**src/rtl/mem_wb_pipe_pkg.sv**
```systemverilog
`default_nettype none
// ============================================================================
// Module   : mem_wb_pipe_pkg
// Purpose  : Shared definitions for the MEM->WB stage. This file holds the
//            default field widths, the idle constants, and the writeback
//            payload layout.
// Ports    : none (package)
// Revision : 1.0 - initial release
// ============================================================================
package mem_wb_pipe_pkg;

    localparam int REG_ADDR_W_DEF = 5;
    localparam int DATA_W_DEF     = 32;

    localparam logic [REG_ADDR_W_DEF-1:0] NOP_REG_ADDR = '0;
    localparam logic [DATA_W_DEF-1:0]     ZERO_WORD    = '0;

    // Payload layout at the default widths. The top module declares the same
    // field order with its own parameter widths.
    typedef struct packed {
        logic [REG_ADDR_W_DEF-1:0] wd;
        logic                      wreg;
        logic [DATA_W_DEF-1:0]     wdata;
        logic                      whilo;
        logic [DATA_W_DEF-1:0]     hi;
        logic [DATA_W_DEF-1:0]     lo;
    } wb_payload_t;

endpackage
`default_nettype wire

```
**src/rtl/mem_wb_pipe_if.sv**
```systemverilog
`default_nettype none
// ============================================================================
// Module   : mem_wb_pipe_if
// Purpose  : Valid/ready writeback bus. It carries one register-file write
//            and one HI/LO write.
// Ports    : valid, ready, wd, wreg, wdata, whilo, hi, lo
//            master drives valid and the payload, and samples ready.
//            slave drives ready, and samples valid and the payload.
// Revision : 1.0 - initial release
// ============================================================================
interface mem_wb_pipe_if
    import mem_wb_pipe_pkg::*;
#(
    parameter int REG_ADDR_W = REG_ADDR_W_DEF,
    parameter int DATA_W     = DATA_W_DEF
) ();

    logic                  valid;
    logic                  ready;
    logic [REG_ADDR_W-1:0] wd;
    logic                  wreg;
    logic [DATA_W-1:0]     wdata;
    logic                  whilo;
    logic [DATA_W-1:0]     hi;
    logic [DATA_W-1:0]     lo;

    modport master (
        output valid, wd, wreg, wdata, whilo, hi, lo,
        input  ready
    );

    modport slave (
        input  valid, wd, wreg, wdata, whilo, hi, lo,
        output ready
    );

endinterface
`default_nettype wire

```
**src/rtl/mem_wb_pipe_skid_buf.sv**
```systemverilog
`default_nettype none
// ============================================================================
// Module   : skid_buf
// Purpose  : A generic two-entry valid/ready skid buffer with a synchronous
//            flush. The main entry drives the output. The skid entry catches
//            the one extra beat that arrives while the downstream stalls.
// Ports    : clk, rst      clock and synchronous active-high reset
//            flush_i       drops both entries at the next edge
//            valid_i/ready_o/data_i   upstream side (ready_o is registered)
//            valid_o/ready_i/data_o   downstream side
// Revision : 1.0 - initial release
// ============================================================================
module skid_buf #(
    parameter int W = 8
) (
    input  logic         clk,
    input  logic         rst,
    input  logic         flush_i,
    input  logic         valid_i,
    output logic         ready_o,
    input  logic [W-1:0] data_i,
    output logic         valid_o,
    input  logic         ready_i,
    output logic [W-1:0] data_o
);

    logic         main_valid_q, main_valid_d;
    logic         skid_valid_q, skid_valid_d;
    logic [W-1:0] main_data_q,  main_data_d;
    logic [W-1:0] skid_data_q,  skid_data_d;
    logic         accept;
    logic         retire;
    logic         main_free;

    // ready_o depends only on skid occupancy. This keeps it a pure flop output
    // with no path from ready_i.
    assign ready_o   = !skid_valid_q;
    assign valid_o   = main_valid_q;
    assign data_o    = main_data_q;

    assign accept    = valid_i && ready_o;
    assign retire    = main_valid_q && ready_i;
    assign main_free = !main_valid_q || retire;

    always_comb begin
        main_valid_d = main_valid_q;
        skid_valid_d = skid_valid_q;
        main_data_d  = main_data_q;
        skid_data_d  = skid_data_q;

        if (main_free) begin
            // A full skid implies ready_o=0, so no accept can race this refill.
            if (skid_valid_q) begin
                main_valid_d = 1'b1;
                main_data_d  = skid_data_q;
                skid_valid_d = 1'b0;
            end else if (accept) begin
                main_valid_d = 1'b1;
                main_data_d  = data_i;
            end else begin
                main_valid_d = 1'b0;
            end
        end else if (accept) begin
            skid_valid_d = 1'b1;
            skid_data_d  = data_i;
        end

        // Flush overrides the refill and the accept. A retire happening in
        // this cycle has already completed downstream.
        if (flush_i) begin
            main_valid_d = 1'b0;
            skid_valid_d = 1'b0;
        end
    end

    always_ff @(posedge clk) begin
        if (rst) begin
            main_valid_q <= 1'b0;
            skid_valid_q <= 1'b0;
        end else begin
            main_valid_q <= main_valid_d;
            skid_valid_q <= skid_valid_d;
        end
    end

    // Payload registers need no reset. Their valid bits qualify them.
    always_ff @(posedge clk) begin
        main_data_q <= main_data_d;
        skid_data_q <= skid_data_d;
    end

endmodule
`default_nettype wire

```
**src/rtl/mem_wb_pipe.sv**
```systemverilog
`default_nettype none
// ============================================================================
// Module   : mem_wb_pipe
// Purpose  : The MEM->WB pipeline stage with a valid/ready handshake. It
//            carries the register-file write and the HI/LO write through a
//            two-entry skid buffer. It zero-gates the payload whenever
//            out_valid is low, and counts retired writebacks in a saturating
//            counter.
// Ports    : clk, rst     clock and synchronous active-high reset
//            flush        discards every buffered entry
//            in_if        slave side: payload from MEM
//            out_if       master side: payload to WB
//            retire_cnt   count of completed output handshakes (saturates)
// Revision : 1.0 - initial release
// ============================================================================
module mem_wb_pipe
    import mem_wb_pipe_pkg::*;
#(
    parameter int REG_ADDR_W = REG_ADDR_W_DEF,
    parameter int DATA_W     = DATA_W_DEF,
    parameter int CNT_W      = 32
) (
    input  logic              clk,
    input  logic              rst,
    input  logic              flush,
    mem_wb_pipe_if.slave      in_if,
    mem_wb_pipe_if.master     out_if,
    output logic [CNT_W-1:0]  retire_cnt
);

    // The field order matches wb_payload_t. The widths come from this module's
    // parameters.
    typedef struct packed {
        logic [REG_ADDR_W-1:0] wd;
        logic                  wreg;
        logic [DATA_W-1:0]     wdata;
        logic                  whilo;
        logic [DATA_W-1:0]     hi;
        logic [DATA_W-1:0]     lo;
    } payload_t;

    localparam int              PAYLOAD_W = $bits(payload_t);
    localparam logic [CNT_W-1:0] CNT_ONE  = {{(CNT_W-1){1'b0}}, 1'b1};
    localparam logic [CNT_W-1:0] CNT_MAX  = {CNT_W{1'b1}};

    payload_t              in_pl;
    payload_t              main_pl;
    logic [PAYLOAD_W-1:0]  main_bits;
    logic                  main_valid;
    logic [CNT_W-1:0]      retire_cnt_q, retire_cnt_d;

    assign in_pl = '{wd:    in_if.wd,
                     wreg:  in_if.wreg,
                     wdata: in_if.wdata,
                     whilo: in_if.whilo,
                     hi:    in_if.hi,
                     lo:    in_if.lo};

    skid_buf #(
        .W (PAYLOAD_W)
    ) u_skid_buf (
        .clk     (clk),
        .rst     (rst),
        .flush_i (flush),
        .valid_i (in_if.valid),
        .ready_o (in_if.ready),
        .data_i  (in_pl),
        .valid_o (main_valid),
        .ready_i (out_if.ready),
        .data_o  (main_bits)
    );

    assign main_pl = payload_t'(main_bits);

    // Zero-gate the payload so that WB never sees a stale write enable or data
    // from a retired or flushed entry.
    assign out_if.valid = main_valid;
    assign out_if.wd    = main_valid ? main_pl.wd    : '0;
    assign out_if.wreg  = main_valid ? main_pl.wreg  : 1'b0;
    assign out_if.wdata = main_valid ? main_pl.wdata : '0;
    assign out_if.whilo = main_valid ? main_pl.whilo : 1'b0;
    assign out_if.hi    = main_valid ? main_pl.hi    : '0;
    assign out_if.lo    = main_valid ? main_pl.lo    : '0;

    // The counter sees the retire even in a flush cycle. It is cleared only
    // by reset.
    always_comb begin
        retire_cnt_d = retire_cnt_q;
        if (main_valid && out_if.ready && (retire_cnt_q != CNT_MAX)) begin
            retire_cnt_d = retire_cnt_q + CNT_ONE;
        end
    end

    always_ff @(posedge clk) begin
        if (rst) begin
            retire_cnt_q <= '0;
        end else begin
            retire_cnt_q <= retire_cnt_d;
        end
    end

    assign retire_cnt = retire_cnt_q;

endmodule
`default_nettype wire

```
**src/flat_wrapper.sv**
```systemverilog
// flat-port wrapper written by rule: the top's interface ports become plain ports
module mem_wb_pipe_flat import mem_wb_pipe_pkg::*;
#(
    parameter int REG_ADDR_W = REG_ADDR_W_DEF,
    parameter int DATA_W     = DATA_W_DEF,
    parameter int CNT_W      = 32
)
  (clk, rst, flush, retire_cnt, in_if_valid, in_if_wd, in_if_wreg, in_if_wdata, in_if_whilo, in_if_hi, in_if_lo, in_if_ready, out_if_valid, out_if_wd, out_if_wreg, out_if_wdata, out_if_whilo, out_if_hi, out_if_lo, out_if_ready);
  mem_wb_pipe_if #(.REG_ADDR_W(REG_ADDR_W), .DATA_W(DATA_W)) in_if_i ();
  mem_wb_pipe_if #(.REG_ADDR_W(REG_ADDR_W), .DATA_W(DATA_W)) out_if_i ();
  input  logic clk;
  input  logic rst;
  input  logic flush;
  output logic [CNT_W-1:0] retire_cnt;
  input wire logic [$bits(in_if_i.valid)-1:0] in_if_valid;
  input wire logic [$bits(in_if_i.wd)-1:0] in_if_wd;
  input wire logic [$bits(in_if_i.wreg)-1:0] in_if_wreg;
  input wire logic [$bits(in_if_i.wdata)-1:0] in_if_wdata;
  input wire logic [$bits(in_if_i.whilo)-1:0] in_if_whilo;
  input wire logic [$bits(in_if_i.hi)-1:0] in_if_hi;
  input wire logic [$bits(in_if_i.lo)-1:0] in_if_lo;
  output wire logic [$bits(in_if_i.ready)-1:0] in_if_ready;
  output wire logic [$bits(out_if_i.valid)-1:0] out_if_valid;
  output wire logic [$bits(out_if_i.wd)-1:0] out_if_wd;
  output wire logic [$bits(out_if_i.wreg)-1:0] out_if_wreg;
  output wire logic [$bits(out_if_i.wdata)-1:0] out_if_wdata;
  output wire logic [$bits(out_if_i.whilo)-1:0] out_if_whilo;
  output wire logic [$bits(out_if_i.hi)-1:0] out_if_hi;
  output wire logic [$bits(out_if_i.lo)-1:0] out_if_lo;
  input wire logic [$bits(out_if_i.ready)-1:0] out_if_ready;
  assign in_if_i.valid = in_if_valid;
  assign in_if_i.wd = in_if_wd;
  assign in_if_i.wreg = in_if_wreg;
  assign in_if_i.wdata = in_if_wdata;
  assign in_if_i.whilo = in_if_whilo;
  assign in_if_i.hi = in_if_hi;
  assign in_if_i.lo = in_if_lo;
  assign in_if_ready = in_if_i.ready;
  assign out_if_valid = out_if_i.valid;
  assign out_if_wd = out_if_i.wd;
  assign out_if_wreg = out_if_i.wreg;
  assign out_if_wdata = out_if_i.wdata;
  assign out_if_whilo = out_if_i.whilo;
  assign out_if_hi = out_if_i.hi;
  assign out_if_lo = out_if_i.lo;
  assign out_if_i.ready = out_if_ready;
  mem_wb_pipe #(.REG_ADDR_W(REG_ADDR_W), .DATA_W(DATA_W), .CNT_W(CNT_W)) u_core (.clk(clk), .rst(rst), .flush(flush), .in_if(in_if_i), .out_if(out_if_i), .retire_cnt(retire_cnt));
endmodule
```
**config.mk**
```make
export PLATFORM = sky130hd
export DESIGN_NAME = mem_wb_pipe_flat
export DESIGN_NICKNAME = d
export VERILOG_FILES = /design/src/rtl/mem_wb_pipe_pkg.sv /design/src/rtl/mem_wb_pipe_if.sv /design/src/rtl/mem_wb_pipe_skid_buf.sv /design/src/rtl/mem_wb_pipe.sv /design/src/flat_wrapper.sv
export SDC_FILE = /design/constraint.sdc
export NUM_CORES = 1
export LEC_CHECK = 0
export CAP_MARGIN = 20
export CORE_MARGIN = 2
export CORE_UTILIZATION = 25
export DETAILED_ROUTE_END_ITERATION = 16
export HOLD_SLACK_MARGIN = 0.15
export PLACE_DENSITY = 0.54
export SLEW_MARGIN = 25
export SYNTH_ARGS = -nofsm -noshare
export SYNTH_HDL_FRONTEND = slang
export SYNTH_SLANG_ARGS = --single-unit
```
**constraint.sdc**
```tcl
create_clock -name clk -period 21 [get_ports clk]
set_clock_uncertainty 0.1 [all_clocks]
set_input_delay 2.1 -clock clk [delete_from_list [all_inputs] [get_ports clk]]
set_output_delay 2.1 -clock clk [all_outputs]
set_load 0.01 [all_outputs]
```
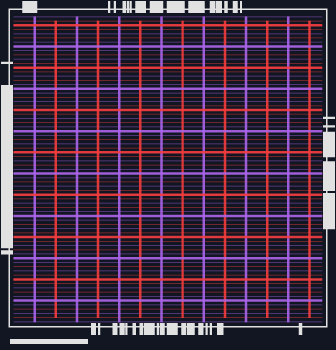
floorplan.png
The bar under the picture is 50 microns long. Pins as bars on the die edge.
| colour | net |
|---|---|
| purple | VSS |
| red | VDD |
rows: 72
signal pins: 245
met4 straps: 14
met1 rails: 73
met5 straps: 14

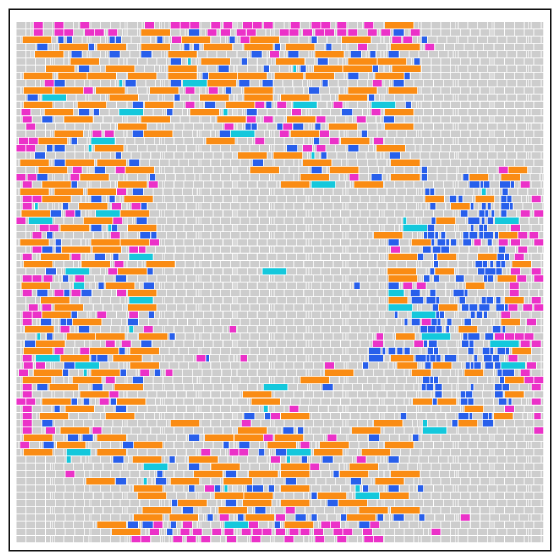
class_map.png
Fill, decap, tap and diode cells in grey.
| colour | class | cells |
|---|---|---|
| blue | remaining logic cells | 371 |
| cyan | clock drivers and dummy loads | 52 |
| magenta | remaining buffers and delay cells | 252 |
| orange | registers | 240 |

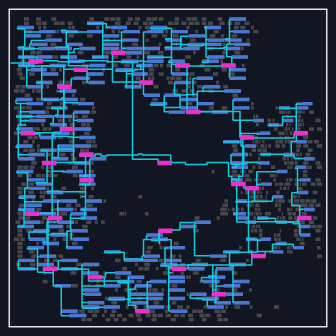
clock_wires.png
[cyan] clock wires | length: 3450 microns
[magenta] clock-net drivers | count: 28
[blue] flip-flops | count: 240
flops lie: all over the die

==> GITHUB_STEP_SUMMARY <==
### Flow metrics

| Metric | Value |
|---|---|
| Result of the run | complete, no violations |
| Wire length reported by the detailed router | 24200 microns |
| Uppermost metal layer occupied by signal nets | met4 |
| Synthesis area per yosys | 0.00989 sq mm |
| Cycle use final | 23.5% |
| Initial Util | 25.5% |
| Count of multi-input combinational gates | 364 |
| Area fraction in full adders, half adders and majority gates | 0.126% |
| Number of signal-net inverters in the final layout | 7 |
| Cell Count, Final, Fillers Out | 1434 |
| Synth area leader | edfxtp_1 |
| Startpoint types | register |
| Minimum period implied by the final worst setup slack | 4.93 ns |
| Synth top area cells | edfxtp_1, mux2_2, dfxtp_1 |
| Cell depth of the worst hold path | 2 |
| Number of top-level design ports | 245 |
| Number of maximum-capacitance violations | 0 |
| Width of the chip | 203 microns |
| Maximum fanout along the worst path | 77 |
| Number of buffers added by the clock tree synthesis step | 28 |
| Number of gates given a new drive strength after cts | 0 |
| Logic share of the area | 20.7% |
| Wire length of the first global-routing pass | 37500 microns |
| Pin count of the biggest net entering global routing | 78 |
| Well-Tap Cells | 518 |
| Global-route layer with the greatest usage | met2 |
| Syn_nets | 754 |
| Hold buffer count at cts | 0 |
| Number of warnings printed during yosys synthesis | 0 |
| Diodes inserted | 1 |
| Hold_ws | 0.403 ns |
| Mapped Cells | 645 |
| Placed cell count | 1381 |
| Average detailed-routed wire length per instance | 16.9 microns |
| Portion of total power attributed to combinational logic | 6.2% |
| Maximum buffer depth of the clock tree | 3 |
| Count of clock-net buffers in the final layout | 32 |
| Critical-path cell list | buf_4 -> and2_1 -> clkdlybuf4s50_1 |
| Reg-to-reg setup timing slack | 17.85 ns |
| Worst voltage drop across the vdd grid | 0.0720 mV |
Power is estimated from default activity; no workload was simulated.
